File: src/rtl/poliriscv_pkg.sv
// Shared types and constants for the PoliRISC-V multicycle control unit.
package poliriscv_pkg;

  typedef enum logic [3:0] {
    FETCH    = 4'd0,
    DECODE   = 4'd1,
    MEMADR   = 4'd2,
    MEMREAD  = 4'd3,
    MEMWB    = 4'd4,
    MEMWRITE = 4'd5,
    EXECR    = 4'd6,
    EXECI    = 4'd7,
    ALUWB    = 4'd8,
    BRANCH   = 4'd9,
    JAL      = 4'd10
  } state_e;

  typedef enum logic [1:0] {
    ALUOP_ADD  = 2'b00,
    ALUOP_SUB  = 2'b01,
    ALUOP_FUNC = 2'b10
  } aluop_e;

  localparam logic [6:0] OP_LW     = 7'b0000011;
  localparam logic [6:0] OP_SW     = 7'b0100011;
  localparam logic [6:0] OP_R      = 7'b0110011;
  localparam logic [6:0] OP_I      = 7'b0010011;
  localparam logic [6:0] OP_BRANCH = 7'b1100011;
  localparam logic [6:0] OP_JAL    = 7'b1101111;

  localparam logic [3:0] ALU_ADD = 4'b0000;
  localparam logic [3:0] ALU_SUB = 4'b1000;

  localparam logic       ADR_PC     = 1'b0;
  localparam logic       ADR_ALUOUT = 1'b1;

  localparam logic [1:0] RES_ALUOUT    = 2'b00;
  localparam logic [1:0] RES_MEMDATA   = 2'b01;
  localparam logic [1:0] RES_ALURESULT = 2'b10;

  localparam logic [1:0] SRCA_PC    = 2'b00;
  localparam logic [1:0] SRCA_OLDPC = 2'b01;
  localparam logic [1:0] SRCA_RS1   = 2'b10;

  localparam logic [1:0] SRCB_RS2  = 2'b00;
  localparam logic [1:0] SRCB_IMM  = 2'b01;
  localparam logic [1:0] SRCB_FOUR = 2'b10;

  localparam logic [1:0] IMM_I = 2'b00;
  localparam logic [1:0] IMM_S = 2'b01;
  localparam logic [1:0] IMM_B = 2'b10;
  localparam logic [1:0] IMM_J = 2'b11;

  // Immediate format depends only on the opcode, independent of FSM state.
  function automatic logic [1:0] imm_format(input logic [6:0] op);
    case (op)
      OP_SW:     return IMM_S;
      OP_BRANCH: return IMM_B;
      OP_JAL:    return IMM_J;
      default:   return IMM_I;
    endcase
  endfunction

endpackage

File: src/rtl/poliriscv_mc_ctrl_if.sv
// Control/datapath bundle: instruction fields in, mux selects and enables out.
interface poliriscv_mc_ctrl_if;

  logic [6:0] opcode;
  logic [2:0] funct3;
  logic       funct7b5;
  logic       zero;

  logic       pcwrite;
  logic       adrsrc;
  logic       memwrite;
  logic       irwrite;
  logic       regwrite;
  logic [1:0] resultsrc;
  logic [1:0] alusrca;
  logic [1:0] alusrcb;
  logic [1:0] immsrc;
  logic [3:0] alu_ctrl;
  logic       instr_done;
  logic       illegal;
  logic [3:0] state_o;

  // Datapath side: supplies instruction fields, consumes control.
  modport master (
    output opcode, funct3, funct7b5, zero,
    input  pcwrite, adrsrc, memwrite, irwrite, regwrite, resultsrc,
           alusrca, alusrcb, immsrc, alu_ctrl, instr_done, illegal, state_o
  );

  modport slave (
    input  opcode, funct3, funct7b5, zero,
    output pcwrite, adrsrc, memwrite, irwrite, regwrite, resultsrc,
           alusrca, alusrcb, immsrc, alu_ctrl, instr_done, illegal, state_o
  );

endinterface

File: src/rtl/poliriscv_aludec.sv
// Combinational ALU decoder: fixed add/sub or function-decoded operation.
module poliriscv_aludec
  import poliriscv_pkg::*;
(
  input  aluop_e     aluop,
  input  logic [2:0] funct3,
  input  logic       funct7b5,
  input  logic       op5,
  output logic [3:0] alu_ctrl
);

  logic bit3;

  // For I-type, instr[30] is immediate data except in srai.
  always_comb begin
    bit3 = op5 ? funct7b5 : (funct7b5 && (funct3 == 3'b101));
    case (aluop)
      ALUOP_SUB:  alu_ctrl = ALU_SUB;
      ALUOP_FUNC: alu_ctrl = {bit3, funct3};
      default:    alu_ctrl = ALU_ADD;
    endcase
  end

endmodule

File: src/rtl/poliriscv_mc_ctrl.sv
// Multicycle Moore control FSM for PoliRISC-V.
// Define POLIRISCV_JAL_EN to add the JAL state; otherwise jal decodes as illegal.
module poliriscv_mc_ctrl
  import poliriscv_pkg::*;
#(
  parameter logic [3:0] RESET_STATE = FETCH
) (
  input logic          clk,
  input logic          rst,
  poliriscv_mc_ctrl_if.slave bus
);

  localparam logic [3:0] S_FETCH    = FETCH;
  localparam logic [3:0] S_DECODE   = DECODE;
  localparam logic [3:0] S_MEMADR   = MEMADR;
  localparam logic [3:0] S_MEMREAD  = MEMREAD;
  localparam logic [3:0] S_MEMWB    = MEMWB;
  localparam logic [3:0] S_MEMWRITE = MEMWRITE;
  localparam logic [3:0] S_EXECR    = EXECR;
  localparam logic [3:0] S_EXECI    = EXECI;
  localparam logic [3:0] S_ALUWB    = ALUWB;
  localparam logic [3:0] S_BRANCH   = BRANCH;
`ifdef POLIRISCV_JAL_EN
  localparam logic [3:0] S_JAL      = JAL;
`endif

  logic [3:0] state;
  logic [3:0] state_next;
  logic       dec_illegal;
  logic       branch_taken;
  logic       pcwrite_raw;
  logic       memwrite_raw;
  logic       irwrite_raw;
  logic       regwrite_raw;
  logic       done_raw;
  logic       illegal_raw;
  logic       adrsrc;
  logic [1:0] resultsrc;
  logic [1:0] alusrca;
  logic [1:0] alusrcb;
  aluop_e     aluop;
  logic [3:0] alu_ctrl;

  always_ff @(posedge clk) begin
    if (rst) begin
      state <= RESET_STATE;
    end else begin
      state <= state_next;
    end
  end

  always_comb begin
    case (bus.opcode)
      OP_LW, OP_SW, OP_R, OP_I, OP_BRANCH: dec_illegal = 1'b0;
`ifdef POLIRISCV_JAL_EN
      OP_JAL:                              dec_illegal = 1'b0;
`endif
      default:                             dec_illegal = 1'b1;
    endcase
  end

  assign branch_taken = ((bus.funct3 == 3'b000) &&  bus.zero) ||
                        ((bus.funct3 == 3'b001) && !bus.zero);

  // Every terminal state, and any unused encoding, falls back to FETCH.
  always_comb begin
    state_next = S_FETCH;
    case (state)
      S_FETCH: state_next = S_DECODE;
      S_DECODE: begin
        case (bus.opcode)
          OP_LW, OP_SW: state_next = S_MEMADR;
          OP_R:         state_next = S_EXECR;
          OP_I:         state_next = S_EXECI;
          OP_BRANCH:    state_next = S_BRANCH;
`ifdef POLIRISCV_JAL_EN
          OP_JAL:       state_next = S_JAL;
`endif
          default:      state_next = S_FETCH;
        endcase
      end
      S_MEMADR:         state_next = (bus.opcode == OP_LW) ? S_MEMREAD : S_MEMWRITE;
      S_MEMREAD:        state_next = S_MEMWB;
      S_EXECR, S_EXECI: state_next = S_ALUWB;
`ifdef POLIRISCV_JAL_EN
      S_JAL:            state_next = S_ALUWB;
`endif
      default:          state_next = S_FETCH;
    endcase
  end

  always_comb begin
    pcwrite_raw  = 1'b0;
    memwrite_raw = 1'b0;
    irwrite_raw  = 1'b0;
    regwrite_raw = 1'b0;
    done_raw     = 1'b0;
    illegal_raw  = 1'b0;
    adrsrc       = ADR_PC;
    resultsrc    = RES_ALUOUT;
    alusrca      = SRCA_PC;
    alusrcb      = SRCB_RS2;
    aluop        = ALUOP_ADD;
    case (state)
      S_FETCH: begin
        adrsrc      = ADR_PC;
        irwrite_raw = 1'b1;
        alusrca     = SRCA_PC;
        alusrcb     = SRCB_FOUR;
        resultsrc   = RES_ALURESULT;
        pcwrite_raw = 1'b1;
      end
      S_DECODE: begin
        alusrca     = SRCA_OLDPC;
        alusrcb     = SRCB_IMM;
        illegal_raw = dec_illegal;
      end
      S_MEMADR: begin
        alusrca = SRCA_RS1;
        alusrcb = SRCB_IMM;
      end
      S_MEMREAD: begin
        adrsrc    = ADR_ALUOUT;
        resultsrc = RES_ALUOUT;
      end
      S_MEMWB: begin
        resultsrc    = RES_MEMDATA;
        regwrite_raw = 1'b1;
        done_raw     = 1'b1;
      end
      S_MEMWRITE: begin
        adrsrc       = ADR_ALUOUT;
        memwrite_raw = 1'b1;
        done_raw     = 1'b1;
      end
      S_EXECR: begin
        alusrca = SRCA_RS1;
        alusrcb = SRCB_RS2;
        aluop   = ALUOP_FUNC;
      end
      S_EXECI: begin
        alusrca = SRCA_RS1;
        alusrcb = SRCB_IMM;
        aluop   = ALUOP_FUNC;
      end
      S_ALUWB: begin
        resultsrc    = RES_ALUOUT;
        regwrite_raw = 1'b1;
        done_raw     = 1'b1;
      end
      S_BRANCH: begin
        alusrca     = SRCA_RS1;
        alusrcb     = SRCB_RS2;
        aluop       = ALUOP_SUB;
        resultsrc   = RES_ALUOUT;
        pcwrite_raw = branch_taken;
        done_raw    = 1'b1;
      end
`ifdef POLIRISCV_JAL_EN
      // PC takes the target that DECODE left in ALUOut; ALUWB then links PC+4.
      S_JAL: begin
        alusrca     = SRCA_OLDPC;
        alusrcb     = SRCB_FOUR;
        resultsrc   = RES_ALUOUT;
        pcwrite_raw = 1'b1;
      end
`endif
      default: ;
    endcase
  end

  poliriscv_aludec u_aludec (
    .aluop    (aluop),
    .funct3   (bus.funct3),
    .funct7b5 (bus.funct7b5),
    .op5      (bus.opcode[5]),
    .alu_ctrl (alu_ctrl)
  );

  // Reset gates every side-effecting enable so an abandoned instruction cannot write.
  assign bus.pcwrite    = pcwrite_raw  & ~rst;
  assign bus.memwrite   = memwrite_raw & ~rst;
  assign bus.irwrite    = irwrite_raw  & ~rst;
  assign bus.regwrite   = regwrite_raw & ~rst;
  assign bus.instr_done = done_raw     & ~rst;
  assign bus.illegal    = illegal_raw  & ~rst;
  assign bus.adrsrc     = adrsrc;
  assign bus.resultsrc  = resultsrc;
  assign bus.alusrca    = alusrca;
  assign bus.alusrcb    = alusrcb;
  assign bus.alu_ctrl   = alu_ctrl;
  assign bus.immsrc     = imm_format(bus.opcode);
  assign bus.state_o    = state;

endmodule

File: src/flat_wrapper.sv
// flat-port wrapper written by rule: the top's interface ports become plain ports
module poliriscv_mc_ctrl_flat import poliriscv_pkg::*;
#(
  parameter logic [3:0] RESET_STATE = FETCH
)
  (clk, rst, bus_opcode, bus_funct3, bus_funct7b5, bus_zero, bus_pcwrite, bus_adrsrc, bus_memwrite, bus_irwrite, bus_regwrite, bus_resultsrc, bus_alusrca, bus_alusrcb, bus_immsrc, bus_alu_ctrl, bus_instr_done, bus_illegal, bus_state_o);
  poliriscv_mc_ctrl_if bus_i ();
  input logic clk;
  input logic rst;
  input wire logic [$bits(bus_i.opcode)-1:0] bus_opcode;
  input wire logic [$bits(bus_i.funct3)-1:0] bus_funct3;
  input wire logic [$bits(bus_i.funct7b5)-1:0] bus_funct7b5;
  input wire logic [$bits(bus_i.zero)-1:0] bus_zero;
  output wire logic [$bits(bus_i.pcwrite)-1:0] bus_pcwrite;
  output wire logic [$bits(bus_i.adrsrc)-1:0] bus_adrsrc;
  output wire logic [$bits(bus_i.memwrite)-1:0] bus_memwrite;
  output wire logic [$bits(bus_i.irwrite)-1:0] bus_irwrite;
  output wire logic [$bits(bus_i.regwrite)-1:0] bus_regwrite;
  output wire logic [$bits(bus_i.resultsrc)-1:0] bus_resultsrc;
  output wire logic [$bits(bus_i.alusrca)-1:0] bus_alusrca;
  output wire logic [$bits(bus_i.alusrcb)-1:0] bus_alusrcb;
  output wire logic [$bits(bus_i.immsrc)-1:0] bus_immsrc;
  output wire logic [$bits(bus_i.alu_ctrl)-1:0] bus_alu_ctrl;
  output wire logic [$bits(bus_i.instr_done)-1:0] bus_instr_done;
  output wire logic [$bits(bus_i.illegal)-1:0] bus_illegal;
  output wire logic [$bits(bus_i.state_o)-1:0] bus_state_o;
  assign bus_i.opcode = bus_opcode;
  assign bus_i.funct3 = bus_funct3;
  assign bus_i.funct7b5 = bus_funct7b5;
  assign bus_i.zero = bus_zero;
  assign bus_pcwrite = bus_i.pcwrite;
  assign bus_adrsrc = bus_i.adrsrc;
  assign bus_memwrite = bus_i.memwrite;
  assign bus_irwrite = bus_i.irwrite;
  assign bus_regwrite = bus_i.regwrite;
  assign bus_resultsrc = bus_i.resultsrc;
  assign bus_alusrca = bus_i.alusrca;
  assign bus_alusrcb = bus_i.alusrcb;
  assign bus_immsrc = bus_i.immsrc;
  assign bus_alu_ctrl = bus_i.alu_ctrl;
  assign bus_instr_done = bus_i.instr_done;
  assign bus_illegal = bus_i.illegal;
  assign bus_state_o = bus_i.state_o;
  poliriscv_mc_ctrl #(.RESET_STATE(RESET_STATE)) u_core (.clk(clk), .rst(rst), .bus(bus_i));
endmodule
File: config.mk
export PLATFORM = sky130hd
export DESIGN_NAME = poliriscv_mc_ctrl_flat
export DESIGN_NICKNAME = d
export VERILOG_FILES = /design/src/rtl/poliriscv_pkg.sv /design/src/rtl/poliriscv_mc_ctrl_if.sv /design/src/rtl/poliriscv_aludec.sv /design/src/rtl/poliriscv_mc_ctrl.sv /design/src/flat_wrapper.sv
export SDC_FILE = /design/constraint.sdc
export NUM_CORES = 1
export LEC_CHECK = 0
export CAP_MARGIN = 25
export CORE_AREA = 4 4 41 43
export CTS_BUF_LIST = sky130_fd_sc_hd__clkbuf_4 sky130_fd_sc_hd__clkbuf_8 sky130_fd_sc_hd__clkbuf_16
export DETAILED_ROUTE_END_ITERATION = 6
export DIE_AREA = 0 0 45 47
export DONT_BUFFER_PORTS = 1
export PLACE_DENSITY = 0.67
export SLEW_MARGIN = 20
export SYNTH_ARGS = -nofsm -noshare
export SYNTH_HDL_FRONTEND = slang
export SYNTH_SLANG_ARGS = --single-unit
export TNS_END_PERCENT = 50
File: constraint.sdc
create_clock -name clk -period 3.2 [get_ports clk]
set_input_delay 0.64 -clock clk [delete_from_list [all_inputs] [get_ports clk]]
set_output_delay 0.64 -clock clk [all_outputs]
set_load 0.02 [all_outputs]
pins.png
Pins as bars across the die edge, other pins in grey.
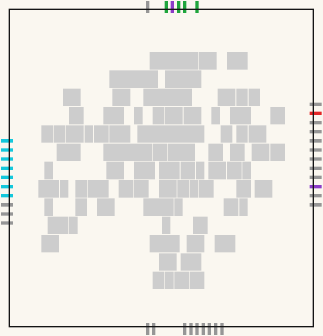
[green] bus_state_o | pins: 4 | direction: output | edge: top
[purple] bus_alusrca | pins: 2 | direction: output | edge: 1 top, 1 right
[cyan] bus_opcode | pins: 7 | direction: input | edge: left
[red] bus_instr_done | pins: 1 | direction: output | edge: right
die height: 47 um
die width: 45 um
port buffer count: 0

metal_stack.png
Two of the layers only.
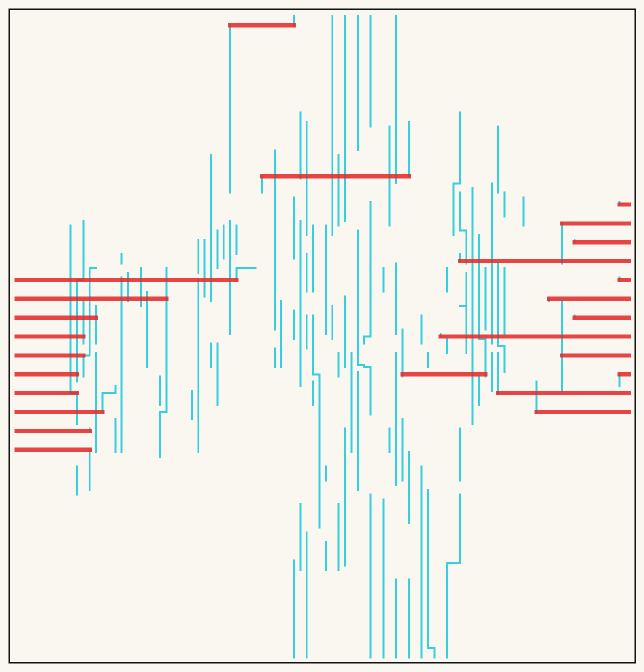
[red] met3 | wire length: 156 um
[cyan] met2 | wire length: 639 um
routed len/inst: 14.6 um
total vias in the final route: 557
Routed WL: 1.39 mm

met3.png
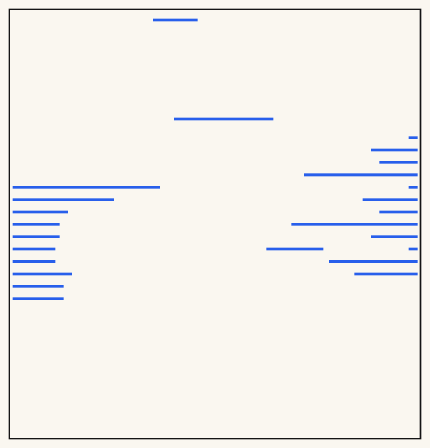
share of all routed wire: 11%
nets with wire on the layer: 25
wire length on this layer: 156 um
main direction: horizontal
longest straight run: 15.9 um
GRT met3 Usage: 0.0575

final_congestion.png
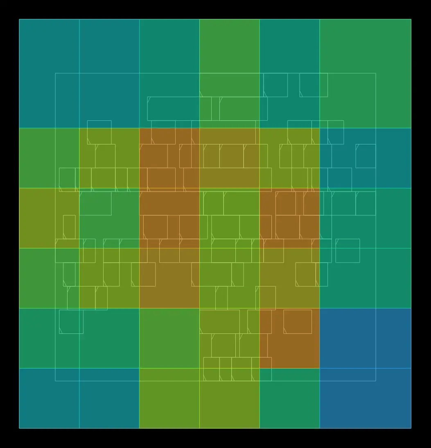
met1 Use GR: 0.182
Total GRT Usage: 0.148
most used routing layer: met2

==> flow_summary.json <==
{
  "outcome": "completed",
  "cp_data_required_time_ns": 2.56,
  "fin_hold_ws_ns": 0.506,
  "rsz0062_at_grt": "no",
  "synthesis.nets": 91,
  "grt_max_degree": 15,
  "maxSlewHeadroom": 0.379,
  "synthArstFlopShare": 0,
  "reg2reg_depth": 4,
  "core_sq_um": 1300,
  "ys_types": 36,
  "critPathLaunchType": "register",
  "synth_area_per_cell_sq_um": 7.41,
  "drive_gt1_frac": 0.175,
  "worstPathArrival_ns": 2.06,
  "finalSetupViolCount": 0,
  "grt_pass1_vias": 565,
  "r2r_end": "u_core.bus.state_o[3]$_SDFF_PP0_",
  "worstPathCellList": "nand2b_1, nor2_1, ha_1, a21oi_1",
  "drtPass1Iterations": 4,
  "rows": 13,
  "numSynthFlops": 4,
  "final_area_sq_um": 626,
  "h-tree-depth": 1,
  "clk_root_buffer_cell": "clkbuf_4",
  "ys_area_sq_um": 556,
  "flops": 4,
  "seq_share": 0.128,
  "post_cts_resized": 0,
  "reg2reg_from": "u_core.bus.state_o[0]$_SDFF_PP0_",
  "yosysWarnings": 0,
  "drc": 0,
  "synth_top_flop_cell": "dfxtp_1",
  "period_minus_slack_ns": 2.70,
  "worstMarginPinSlew_ns": 0.923,
  "power.density_nw_per_um2": 252,
  "hold_violations": 0,
  "inverters": 8,
  "ys_sh_simple": 0.428,
  "post_dp_cell_area_sq_um": 603,
  "warnings": 27,
  "max_freq_mhz": 370,
  "ys_seq_frac": 0.144,
  "drtIter0Drc": 11,
  "cts.path.max_buffers": 2,
  "io_pins": 37,
  "sh_comb_area": 0.686,
  "hold_path.startpoint": "rst",
  "clkTransAtPathRegs_ns": 0.04,
  "largest_cell_class": "logic gates",
  "syn-cell-area_sq_um": 556,
  "ctsHoldBuffers": 0,
  "cts_buffers": 3,
  "nonClkBufAreaFrac": 0.0720,
  "synth.mux.area_fraction": 0,
  "signal_buffers": 6,
  "crit_type": "register to primary output",
  "die_area_sq_um": 2120,
  "seqCellArea_sq_um": 80.1,
  "syn_inst": 75,
  "final.period_utilization": 0.845,
  "report.power.total_uw": 158,
  "ant_nets": 0,
  "well_tap_count": 15,
  "hold_path_class": "primary input to register",
  "dpl.hpwl_mm": 1.11,
  "syn_to_final_growth_pct": 12.6,
  "num-nets-final": 98,
  "cts_tree": "done",
  "yosysTopAreaCellShare": 0.144,
  "n_fill_cell": 152,
  "finalMaxSlewViolations": 0,
  "yosys_cells": 75,
  "leakagePower_uw": 0.000223,
  "cts_sinks": 4,
  "cpMaxStageDelayCell": "dfxtp_1",
  "n_clock_buffer": 3,
  "ys_sh_xor": 0.0631,
  "crit_fanout": 14,
  "top_area_cell": "dfxtp_1",
  "drt-vias-per-instance": 5.86,
  "cts_setup_buffers": 0,
  "fp_util": 0.427,
  "setup_tns_ns": 0
}
## logic make-up after synthesis
| family | count (synthesis) |
|---|---|
| buf+inv | 12 |
| flops | 4 |
| simple gates | 36 |
| xor+xnor | 4 |
| fa+ha+maj | 2 |
| compound gates | 17 |
## placed cells by master, fill, tap and decap left out
cell	count
ha_1	2
nand3_1	1
o41ai_1	1
clkbuf_4	3
inv_2	1
xor2_1	1
a2111oi_4	1
inv_1	7
buf_4	6
nand2b_1	4
a31oi_1	2
and3b_1	3
or2_2	1
nand3b_1	1
xnor2_1	3
or4_4	1
nor3b_1	3
nor3_1	3
nor4b_2	1
a211oi_1	1
nor4bb_1	1
o211ai_1	2
nor4b_1	1
a21oi_1	5
a21o_1	1
dfxtp_1	4
and2_1	4
nand2_1	2
a2111oi_0	1
o21ai_0	2
nor2b_1	1
or3_1	2
nor4_1	3
nor2_1	4
a221oi_1	1
## metrics by stage
step | util | std cells | setup WS (ns)
after floorplan | - | 75 | 0.702
after global placement | 0.463 | 92 | 0.794
after detailed placement | 0.463 | 92 | 0.758
after CTS | 0.481 | 95 | 0.504
after global routing | 0.481 | 95 | 0.283
final | 0.481 | 95 | 0.497
## cell usage after synthesis (2+ instances only)
| cell type | n |
|---|---|
| o21ai_0 | 2 |
| nor3b_1 | 3 |
| a21oi_1 | 5 |
| o211ai_1 | 2 |
| nor2_1 | 4 |
| inv_1 | 7 |
| xnor2_1 | 3 |
| nand2b_1 | 4 |
| dfxtp_1 | 4 |
| nand2_1 | 2 |
| or3_1 | 2 |
| ha_1 | 2 |
| a31oi_1 | 2 |
| clkbuf_1 | 2 |
| and2_1 | 4 |
| nor3_1 | 3 |
| and3b_1 | 3 |
| nor4_1 | 3 |
## power by group
part	internal, uW	total, uW	leakage (uW)	switching, uW
Sequential	51.2	56.4	0.0000326	5.14
Clock	42.0	62.6	0.0000138	20.6
Combinational	15.9	38.8	0.000177	22.9
## how the worst max path moves through the flow
| stage | to | slack (ns) | cells after the start | startpoint |
|---|---|---|---|---|
| floorplan | bus_irwrite | 0.70 | 3 | u_core.bus.state_o[1]$_SDFF_PP0_ |
| finish | bus_alu_ctrl[3] | 0.50 | 4 | u_core.bus.state_o[0]$_SDFF_PP0_ |
| detailed placement | bus_alu_ctrl[3] | 0.76 | 4 | u_core.bus.state_o[0]$_SDFF_PP0_ |
| global placement | bus_alu_ctrl[3] | 0.79 | 4 | u_core.bus.state_o[0]$_SDFF_PP0_ |
| global route | bus_alu_ctrl[3] | 0.28 | 4 | u_core.bus.state_o[0]$_SDFF_PP0_ |
| CTS | bus_alu_ctrl[3] | 0.50 | 4 | u_core.bus.state_o[0]$_SDFF_PP0_ |
## per-layer routing
metal  up-vias  wire length [um]  track usage
met5         -                 0            0
met4         0                 0       0.0351
met3         0               155       0.0575
met2        29               638        0.246
met1       243               597        0.182
li1        285                 -            -
## critical path: cells and delay by family, from the launching register on
kind / cells / cell delay, ns
adder cells (fa/ha/maj): 1 / 0.27
AND-OR/OR-AND: 1 / 0.37
AND/OR/NAND/NOR: 2 / 0.49
flip-flops: 1 / 0.70
Power is estimated from default activity; no workload was simulated.
